### src/rtl/combo_lock_ctrl.sv
// combo_lock_ctrl: keypad combination lock with programmable code,
// wrong-entry counting and a timed alarm lockout.
module combo_lock_ctrl #(
  parameter int                 DIGITS       = 4,
  parameter int                 MAX_FAIL     = 3,
  parameter int                 LOCK_CYCLES  = 16,
  parameter logic [2*DIGITS-1:0] DEFAULT_CODE = {2'd3, 2'd2, 2'd1, 2'd0}
) (
  input  logic       Clk,
  input  logic       Resetn,
  input  logic [3:0] Btn,
  input  logic       Set,
  input  logic       Lock,
  output logic       Unlocked,
  output logic       Prog,
  output logic       Alarm,
  output logic [2:0] Count
);

  typedef enum logic [1:0] {
    S_IDLE,
    S_OPEN,
    S_PROG,
    S_LOCKOUT
  } state_t;

  localparam logic [2:0]  LAST_IDX = 3'(DIGITS - 1);
  localparam logic [3:0]  FAIL_LIM = 4'(MAX_FAIL);
  localparam logic [15:0] LOCK_LD  = 16'(LOCK_CYCLES - 1);

  state_t                r_state;
  logic [2*DIGITS-1:0]   r_code;
  logic [2*DIGITS-1:0]   r_shadow;
  logic [3:0]            r_fail;
  logic [2:0]            r_cnt;
  logic                  r_mis;
  logic [15:0]           r_lcnt;

  state_t                w_state_n;
  logic [2*DIGITS-1:0]   w_code_n;
  logic [2*DIGITS-1:0]   w_shadow_n;
  logic [2*DIGITS-1:0]   w_shadow_wr;
  logic [3:0]            w_fail_n;
  logic [3:0]            w_fail_inc;
  logic [2:0]            w_cnt_n;
  logic                  w_mis_n;
  logic                  w_mis_acc;
  logic [15:0]           w_lcnt_n;

  logic                  w_press;
  logic                  w_valid;
  logic [1:0]            w_digit;
  logic [1:0]            w_code_dig;
  logic                  w_last;

  assign w_press    = |Btn;
  assign w_last     = (r_cnt == LAST_IDX);
  assign w_fail_inc = r_fail + 4'd1;

  // One-hot decode; anything with more than one bit is an invalid press.
  always_comb begin
    w_valid = 1'b0;
    w_digit = 2'd0;
    unique case (Btn)
      4'b0001: begin w_valid = 1'b1; w_digit = 2'd0; end
      4'b0010: begin w_valid = 1'b1; w_digit = 2'd1; end
      4'b0100: begin w_valid = 1'b1; w_digit = 2'd2; end
      4'b1000: begin w_valid = 1'b1; w_digit = 2'd3; end
      default: begin w_valid = 1'b0; w_digit = 2'd0; end
    endcase
  end

  always_comb begin
    w_code_dig  = 2'd0;
    w_shadow_wr = r_shadow;
    for (int i = 0; i < DIGITS; i++) begin
      if (3'(i) == r_cnt) begin
        w_code_dig          = r_code[2*i +: 2];
        w_shadow_wr[2*i +: 2] = w_digit;
      end
    end
  end

  assign w_mis_acc = r_mis | ~w_valid | (w_digit != w_code_dig);

  always_comb begin
    w_state_n  = r_state;
    w_code_n   = r_code;
    w_shadow_n = r_shadow;
    w_fail_n   = r_fail;
    w_cnt_n    = r_cnt;
    w_mis_n    = r_mis;
    w_lcnt_n   = r_lcnt;

    unique case (r_state)
      S_IDLE: begin
        if (w_press) begin
          if (w_last) begin
            w_cnt_n = 3'd0;
            w_mis_n = 1'b0;
            if (!w_mis_acc) begin
              w_state_n = S_OPEN;
              w_fail_n  = 4'd0;
            end else begin
              w_fail_n = w_fail_inc;
              if (w_fail_inc == FAIL_LIM) begin
                w_state_n = S_LOCKOUT;
                w_lcnt_n  = LOCK_LD;
              end
            end
          end else begin
            w_cnt_n = r_cnt + 3'd1;
            w_mis_n = w_mis_acc;
          end
        end
      end

      S_OPEN: begin
        if (Lock) begin
          w_state_n = S_IDLE;
          w_cnt_n   = 3'd0;
          w_mis_n   = 1'b0;
        end else if (Set) begin
          w_state_n = S_PROG;
          w_cnt_n   = 3'd0;
        end
      end

      S_PROG: begin
        if (Lock) begin
          w_state_n = S_IDLE;
          w_cnt_n   = 3'd0;
          w_mis_n   = 1'b0;
        end else if (w_valid) begin
          w_shadow_n = w_shadow_wr;
          if (w_last) begin
            w_code_n  = w_shadow_wr;
            w_state_n = S_OPEN;
            w_cnt_n   = 3'd0;
          end else begin
            w_cnt_n = r_cnt + 3'd1;
          end
        end
      end

      S_LOCKOUT: begin
        if (r_lcnt == 16'd0) begin
          w_state_n = S_IDLE;
          w_fail_n  = 4'd0;
          w_cnt_n   = 3'd0;
          w_mis_n   = 1'b0;
        end else begin
          w_lcnt_n = r_lcnt - 16'd1;
        end
      end

      default: begin
        w_state_n = S_IDLE;
      end
    endcase
  end

  always_ff @(posedge Clk) begin
    if (!Resetn) begin
      r_state  <= S_IDLE;
      r_code   <= DEFAULT_CODE;
      r_shadow <= '0;
      r_fail   <= 4'd0;
      r_cnt    <= 3'd0;
      r_mis    <= 1'b0;
      r_lcnt   <= 16'd0;
    end else begin
      r_state  <= w_state_n;
      r_code   <= w_code_n;
      r_shadow <= w_shadow_n;
      r_fail   <= w_fail_n;
      r_cnt    <= w_cnt_n;
      r_mis    <= w_mis_n;
      r_lcnt   <= w_lcnt_n;
    end
  end

  assign Unlocked = (r_state == S_OPEN);
  assign Prog     = (r_state == S_PROG);
  assign Alarm    = (r_state == S_LOCKOUT);
  assign Count    = r_cnt;

endmodule

### config.mk
export PLATFORM = sky130hd
export DESIGN_NAME = combo_lock_ctrl
export DESIGN_NICKNAME = d
export VERILOG_FILES = /design/src/rtl/combo_lock_ctrl.sv
export SDC_FILE = /design/constraint.sdc
export NUM_CORES = 1
export LEC_CHECK = 0
export CAP_MARGIN = 25
export CORE_MARGIN = 4
export CORE_UTILIZATION = 55
export DETAILED_ROUTE_END_ITERATION = 10
export GPL_TIMING_DRIVEN = 0
export PLACE_DENSITY = 0.74
export SYNTH_ARGS = -nofsm -noshare
export SYNTH_HDL_FRONTEND = slang
export SYNTH_SLANG_ARGS = --single-unit
### constraint.sdc
create_clock -name Clk -period 6.9 [get_ports Clk]
set_input_delay 2.07 -clock Clk [delete_from_list [all_inputs] [get_ports Clk]]
set_output_delay 2.07 -clock Clk [all_outputs]
set_load 0.02 [all_outputs]
==> flow_metrics.env <==
# yosys + openroad results
export IMPL_outcome="finished, final reports clean"
export IMPL_syn_inst=300
export IMPL_synth_nets=320
export IMPL_grt_pass1_wl_mm=9.97
export IMPL_worst_hold_slack_ns=0.478
export IMPL_synth_adder_area_share_pct=6.10
export IMPL_hold_viol_final=0
export IMPL_leakage_nw=1.07
export IMPL_slew_viol_final=0
export IMPL_place_area_sq_um=2650
export IMPL_fin_crit_ns=4.48
export IMPL_wl_per_cell_microns=15.5
export IMPL_dp_hpwl_mm=4.25
export IMPL_postRouteAntennaNets=0
export IMPL_tool_warnings=34
export IMPL_worstSetupStartpointType="primary input"
export IMPL_holdCritPathClass="flop to flop"
export IMPL_fin_tns_setup_ns=0
export IMPL_relSlewSlack_pct=44.8
export IMPL_end_kind="flop"
export IMPL_finalClockPeriodUsage_pct=65.0
export IMPL_dpl_worst_slack_ns=2.12
export IMPL_p_clk_share_pct=38.6
export IMPL_die_height_microns=74.9
export IMPL_timing_rr_start="Count[0]$_SDFFE_PN0P_"
export IMPL_crit_type="primary input to flop"
export IMPL_cts_tree="done"
export IMPL_die_w_microns=74.9
export IMPL_critPathMaxFanout=10
export IMPL_yosys_area_sq_um=2460
export IMPL_ff_type="dfxtp_1"
export IMPL_mux_share_pct=4.88
export IMPL_cts_max_level=2
export IMPL_drcViolationCount=0
export IMPL_maxCapViolations=0
export IMPL_track_usage_pct=23.0
export IMPL_clock_latency_ns=0.30
export IMPL_p_sw_w=0.000141
export IMPL_compound_area_share_pct=25.6
export IMPL_lay_top_cells="dfxtp_1, nand2_1, nor2_1, a21oi_1, inv_1"
export IMPL_power_internal_w=0.000375
export IMPL_clkTransAtPathRegs_ns=0.09
export IMPL_dieArea_sq_um=5610
export IMPL_area_delta_synth_final_pct=12.2
export IMPL_synth_area_sq_um=2460
export IMPL_holdCritStartpoint="r_code[6]$_SDFFE_PN1P_"
export IMPL_grt_ovfl_total=0
export IMPL_final_seq_area_sq_um=801
export IMPL_gp_congestion=0.915
export IMPL_fill_cells=391
export IMPL_powerDensity_nw_per_um2=187
export IMPL_fmax_ghz=0.223
export IMPL_rows=24
export IMPL_lay_top_count="dfxtp_1"
export IMPL_yosys_warnings=0
export IMPL_cts_resized=0
export IMPL_comb_area_sq_um=1560
export IMPL_synth_flops=40
export IMPL_worstMarginPinSlew_ns=0.822
export IMPL_firstDrtPassIters=4
export IMPL_synth_seq_area_share_pct=32.6
export IMPL_antenna_found_initial=0
export IMPL_async_reset_ff_share_pct=0
export IMPL_post_cts_buffers=0
export IMPL_post_route_cell_area_sq_um=2760
export IMPL_io_pins=14
export IMPL_fp_util_pct=56.5
export IMPL_dp_cells=364
export IMPL_worstPathArrival_ns=4.68
export IMPL_peakVddDrop_v=0.000155
export IMPL_drt_initial_drc_count=173
export IMPL_fin_ws_ns=2.42
export IMPL_edf_count=0
export IMPL_ys_sh_simple_pct=25.7
export IMPL_drive_above_1_share_pct=8.44
export IMPL_cts_buffer_depth=2
export IMPL_core_region_area_sq_um=4350
export IMPL_final_cells=372
export IMPL_grt_pass1_vias=2085
## sequential cells by signal, summed over array words and instances, names as in the netlist
register and count:
r_shadow 6, Count 3, r_code 8, r_mis 1, r_state 2, r_fail 4, r_lcnt 16
## power by group through the flow
stage / clock, W / combinational (W) / sequential [W]
after floorplan: 0 / 0.0000520 / 0.000245
after global placement: 0 / 0.0000755 / 0.000244
after detailed placement: 0 / 0.0000768 / 0.000244
after CTS: 0.000203 / 0.0000776 / 0.000238
after global routing: 0.000215 / 0.0000860 / 0.000239
final: 0.000199 / 0.0000783 / 0.000239
## metrics by stage
| stage | total power [W] | util (%) |
|---|---|---|
| final | 0.000516 | 63.4 |
| after CTS | 0.000519 | 63.4 |
| after global routing | 0.000540 | 63.4 |
| after global placement | 0.000319 | 60.7 |
| after detailed placement | 0.000321 | 60.7 |
| after floorplan | 0.000297 | - |
## synth_stat cells (2+ instances only)
master    number  area (sq um)
dfxtp_1       40           801
and2_1         2          12.5
o32ai_1        3          26.3
nor2_1        28           105
nor4_1         2          12.5
or3_1          5          31.3
a32o_1         4          40.0
or2_2          5          31.3
nor3_1         7          35.0
a31o_2         2          17.5
o21ai_0        9          45.0
a41o_1         4          40.0
nand2b_1       3          18.8
xor2_1         2          17.5
o31ai_1        4          30.0
ha_1          12           150
a211oi_1       8          60.1
inv_1         14          52.6
nand2_1       36           135
nand3b_1       5          37.5
o41ai_1        2          17.5
a21o_1         4          30.0
a21bo_2        2          20.0
nor2b_1        9          56.3
a32oi_1        2          17.5
o211ai_1       4          30.0
buf_2          2          10.0
o21a_1         2          15.0
nand4_1        2          12.5
a21boi_0       2          15.0
nand4b_1       2          17.5
mux2i_1       12           120
clkbuf_1       9          33.8
a311oi_1       2          17.5
a31oi_1        2          12.5
a21oi_1       17          85.1
and3_1         2          12.5
nand3_1       11          55.1
## critical path, cell delays in order
cell	delay, ns
clkdlybuf4s50_1	0.49
nor2_1	0.27
nand2_1	0.24
or3_1	0.50
a41oi_2	0.48
buf_2	0.32
a21oi_1	0.10
a31o_2	0.21
## routing by layer
| layer | track usage, % | wire length (microns) | up-vias |
|---|---|---|---|
| met3 | 4.67 | 253 | 5 |
| met2 | 37.1 | 2670 | 60 |
| met5 | 0 | 0 | - |
| met1 | 30.8 | 2790 | 1057 |
| li1 | - | - | 1132 |
| met4 | 6.92 | 57 | 0 |
## cells by family after synthesis
logic type | count (synthesis)
AOI/OAI and AO/OA | 82
and+or+nand+nor | 125
buffers and inverters | 26
DFF | 40
muxes | 12
adders and majority gates | 12
xor gates and xnor gates | 3
## path summary, 6_finish.rpt
kind	cells past startpoint	slack (ns)	to
worst max register to register	7	4.15	r_state[1]$_SDFFE_PN0P_
worst min register to register	2	0.48	r_code[6]$_SDFFE_PN1P_
worst min-delay path	2	0.48	r_code[6]$_SDFFE_PN1P_
worst max-delay path	8	2.42	r_lcnt[7]$_SDFFE_PN0P_
## cell type report
class	count	share of cell area, %
timing repair buffer	12	4.35
tap	52	2.36
clock inverter	3	1.68
sequential	40	29.0
multi-input combinational	234	56.5
inverter	15	2.04
clock buffer	5	2.49
buffer	11	1.59
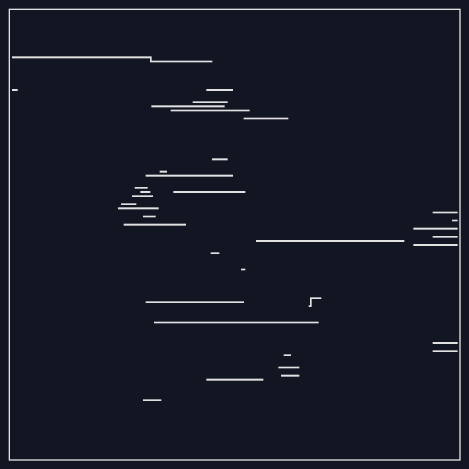
*Metal 3*
Scale: 6 px per micron.
The layer carries 254 microns of wire. 32 nets have wire on it. The layer holds 4.4% of the routed length. The wires run mostly horizontal.
GR Util met3: 4.67%
Routed Wire Length: 5.77 mm
via count: 2,254

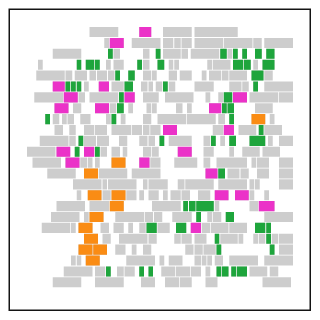
*Gate families picked out*
Scale: 4 px per micron.
Key: multiplexers = orange [cells 12, most used mux2i_1]; NAND gates = green [cells 61, most used nand2_1]; AND-OR and OR-AND gates = magenta [cells 22]

Power and IR drop assume default switching activity.
